===== config.mk =====
export PLATFORM = sky130hd
export DESIGN_NAME = seq_divider
export DESIGN_NICKNAME = d
export VERILOG_FILES = /design/src/rtl/seq_divider_pkg.sv /design/src/rtl/div_step.sv /design/src/rtl/seq_divider.sv
export SDC_FILE = /design/constraint.sdc
export NUM_CORES = 1
export LEC_CHECK = 0
export ABC_AREA = 1
export CORE_MARGIN = 3
export CORE_UTILIZATION = 54
export CTS_BUF_LIST = sky130_fd_sc_hd__clkbuf_2 sky130_fd_sc_hd__clkbuf_4 sky130_fd_sc_hd__clkbuf_8
export CTS_CLUSTER_SIZE = 28
export DETAILED_ROUTE_END_ITERATION = 6
export PLACE_DENSITY = 0.81
export SKIP_CTS_REPAIR_TIMING = 1
export SLEW_MARGIN = 20
export SYNTH_ARGS = -nofsm -noshare
export SYNTH_HDL_FRONTEND = slang
export SYNTH_SLANG_ARGS = --single-unit
export TNS_END_PERCENT = 50

===== constraint.sdc =====
create_clock -name clk_in -period 2.1 [get_ports clk_in]
set_input_delay 0.42 -clock clk_in [delete_from_list [all_inputs] [get_ports clk_in]]
set_output_delay 0.42 -clock clk_in [all_outputs]
set_load 0.01 [all_outputs]

===== src/rtl/seq_divider_pkg.sv =====
// Shared types and helpers for the sequential restoring divider.
//   div_state_t : controller states (IDLE waits for a request, CALC runs the steps)
//   cnt_width() : width of the step counter for a given divisor width
package seq_divider_pkg;

   typedef enum logic {IDLE, CALC} div_state_t;

   localparam int unsigned DEFAULT_NUMBITS = 4;

   // Counter must be able to hold 0..NUMBITS.
   function automatic int unsigned cnt_width(input int unsigned numbits);
      return $clog2(numbits + 1);
   endfunction

endpackage


===== src/rtl/div_step.sv =====
// One restoring-division iteration (combinational).
//   r      : current partial remainder (always < d)
//   q_msb  : next dividend bit shifted into the remainder
//   d      : divisor
//   r_next : remainder after the trial subtraction
//   q_bit  : quotient bit produced by this iteration
module div_step #(
   parameter int unsigned NUMBITS = 4
) (
   input  logic [NUMBITS-1:0] r,
   input  logic               q_msb,
   input  logic [NUMBITS-1:0] d,
   output logic [NUMBITS-1:0] r_next,
   output logic               q_bit
);

   logic [NUMBITS:0] t;
   logic [NUMBITS:0] d_ext;

   always_comb begin
      t      = {r, q_msb};
      d_ext  = {1'b0, d};
      q_bit  = (t >= d_ext);
      // With r < d the restored value is always < d, so it fits in NUMBITS bits.
      r_next = q_bit ? NUMBITS'(t - d_ext) : t[NUMBITS-1:0];
   end

endmodule


===== src/rtl/seq_divider.sv =====
// Multi-cycle restoring divider: 2N-bit dividend / N-bit divisor -> N-bit quotient and remainder,
// one quotient bit per clock.
//   clk_in, rst_in          : clock, synchronous active-high reset
//   input_valid             : request strobe, accepted only while busy is low
//   dividend, divisor       : operands, sampled on the acceptance edge
//   busy                    : high while a division is stepping
//   output_ready            : one-cycle pulse when results are valid
//   quotient, remainder     : results, held until the next output_ready
//   div_by_zero, overflow   : error flags for the returned result
module seq_divider
   import seq_divider_pkg::*;
#(
   parameter int unsigned NUMBITS = DEFAULT_NUMBITS
) (
   input  logic                   clk_in,
   input  logic                   rst_in,
   input  logic                   input_valid,
   input  logic [2*NUMBITS-1:0]   dividend,
   input  logic [NUMBITS-1:0]     divisor,
   output logic                   busy,
   output logic                   output_ready,
   output logic [NUMBITS-1:0]     quotient,
   output logic [NUMBITS-1:0]     remainder,
   output logic                   div_by_zero,
   output logic                   overflow
);

   localparam int unsigned CNT_W = cnt_width(NUMBITS);

   div_state_t         state_q;
   logic [CNT_W-1:0]   cnt_q;
   // Partial remainder kept at N bits: the top bit of the N+1-bit remainder is always 0.
   logic [NUMBITS-1:0] r_q;
   logic [NUMBITS-1:0] q_q;
   logic [NUMBITS-1:0] d_q;
   // Error results are reported one edge after acceptance.
   logic               err_pend_q;
   logic               err_dbz_q;

   logic [NUMBITS-1:0] dividend_hi;
   logic [NUMBITS-1:0] dividend_lo;
   logic [NUMBITS-1:0] step_r;
   logic               step_bit;

   assign dividend_hi = dividend[2*NUMBITS-1:NUMBITS];
   assign dividend_lo = dividend[NUMBITS-1:0];

   div_step #(
      .NUMBITS (NUMBITS)
   ) u_step (
      .r      (r_q),
      .q_msb  (q_q[NUMBITS-1]),
      .d      (d_q),
      .r_next (step_r),
      .q_bit  (step_bit)
   );

   always_comb begin
      busy = (state_q == CALC);
   end

   always_ff @(posedge clk_in) begin
      if (rst_in) begin
         state_q      <= IDLE;
         cnt_q        <= '0;
         r_q          <= '0;
         q_q          <= '0;
         d_q          <= '0;
         err_pend_q   <= 1'b0;
         err_dbz_q    <= 1'b0;
         output_ready <= 1'b0;
         quotient     <= '0;
         remainder    <= '0;
         div_by_zero  <= 1'b0;
         overflow     <= 1'b0;
      end else begin
         output_ready <= 1'b0;
         err_pend_q   <= 1'b0;

         if (err_pend_q) begin
            output_ready <= 1'b1;
            quotient     <= '0;
            remainder    <= '0;
            div_by_zero  <= err_dbz_q;
            overflow     <= ~err_dbz_q;
         end

         case (state_q)
            IDLE: begin
               if (input_valid) begin
                  if (divisor == '0) begin
                     err_pend_q <= 1'b1;
                     err_dbz_q  <= 1'b1;
                  end else if (dividend_hi >= divisor) begin
                     err_pend_q <= 1'b1;
                     err_dbz_q  <= 1'b0;
                  end else begin
                     d_q     <= divisor;
                     r_q     <= dividend_hi;
                     q_q     <= dividend_lo;
                     cnt_q   <= '0;
                     state_q <= CALC;
                  end
               end
            end
            CALC: begin
               r_q   <= step_r;
               q_q   <= {q_q[NUMBITS-2:0], step_bit};
               cnt_q <= cnt_q + CNT_W'(1);
               if (cnt_q == CNT_W'(NUMBITS - 1)) begin
                  state_q      <= IDLE;
                  output_ready <= 1'b1;
                  quotient     <= {q_q[NUMBITS-2:0], step_bit};
                  remainder    <= step_r;
                  div_by_zero  <= 1'b0;
                  overflow     <= 1'b0;
               end
            end
            default: state_q <= IDLE;
         endcase
      end
   end

endmodule

**Met3 routing**

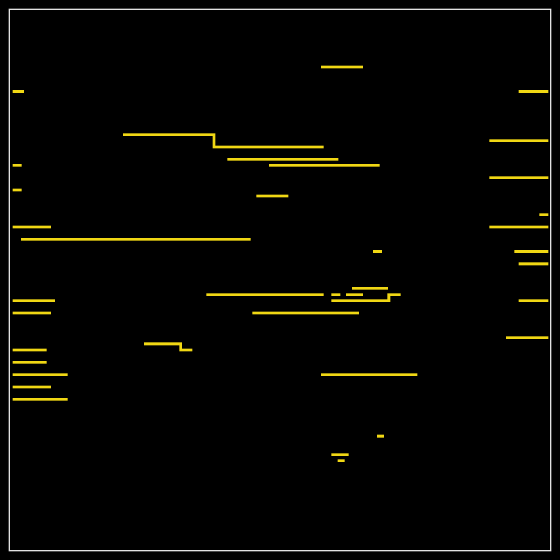
The wires run mostly horizontal. The layer carries 210 um of wire.
met3 Track Usage GR: 0.0648
Total Wirelength: 3280 um
via count: 1,428

**I/O nets highlighted**

Bar = 20 um.
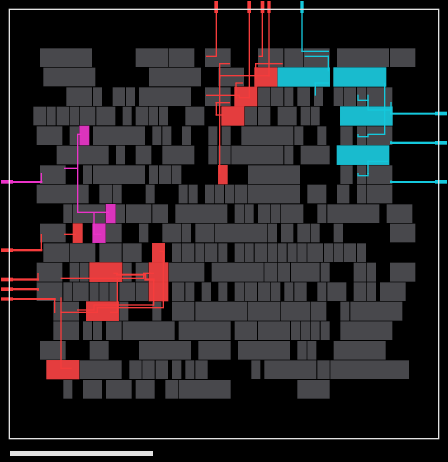
Key: `dividend` = red [direction input, end cells 11, buffers 8, wire 177 um]; `quotient` = cyan [direction output, end cells 4, buffers 4, wire 63.9 um]; `input_valid` = magenta [direction input, end cells 3, buffers 1, wire 26.6 um]
Buffers on Ports: 26
I/O pins: 27

==> impl_metrics.csv <==
group,metric,value,unit
synth,synth_area_leader_cell,"dfxtp_1",
timing,finalMaxSlewViolations,0,
synth,ys_sh_simple,0.314,
global_routing,grt_overflow,0,
cts,cts_tree,"built",
worst_setup_path,cp.arrival,2.16,ns
cts,cts_buffer_depth,2,
worst_setup_path,r2r-end,"r_q[2]",
worst_setup_path,r2r_setup_slack,0.45,ns
pwr,p_int,1.07,mW
routing,wl_per_cell,12.0,um
pwr,p_sw_frac,0.316,
synth,ys_cells,208,
cells_and_area,final_nets,268,
cells_and_area,buffers,32,
worst_setup_path,worstReg2RegStart,"d_q[2]",
synth,fa_ha_area_frac,0.0933,
cells_and_area,nFillCells,221,
run_status,status,"finished clean",
synth,synthArstFlopShare,0,
synth,synth_chip_area,1560,um^2
timing,finalCritPeriodShare,0.903,
timing,tightest_slew,0.287,ns
cells_and_area,syn2layout_area_growth,25.4,%
**Metal 2**

Bar = 20 um.
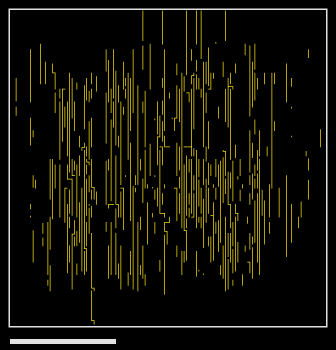
The layer holds 49% of the routed length. The longest straight run is 29.2 um. 225 nets have wire on it. The layer carries 1,620 um of wire.
met2 Usage GRT: 0.358

**Congestion heat map**

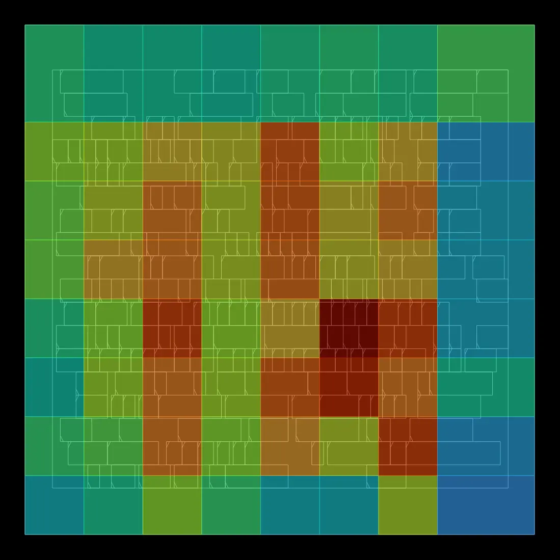
final core occ: 0.747
grt peak-use layer: met2
Tot GR Track Use: 0.209
met1 usage: 0.231

No activity file was given, so power comes from the tool's default toggle rates.
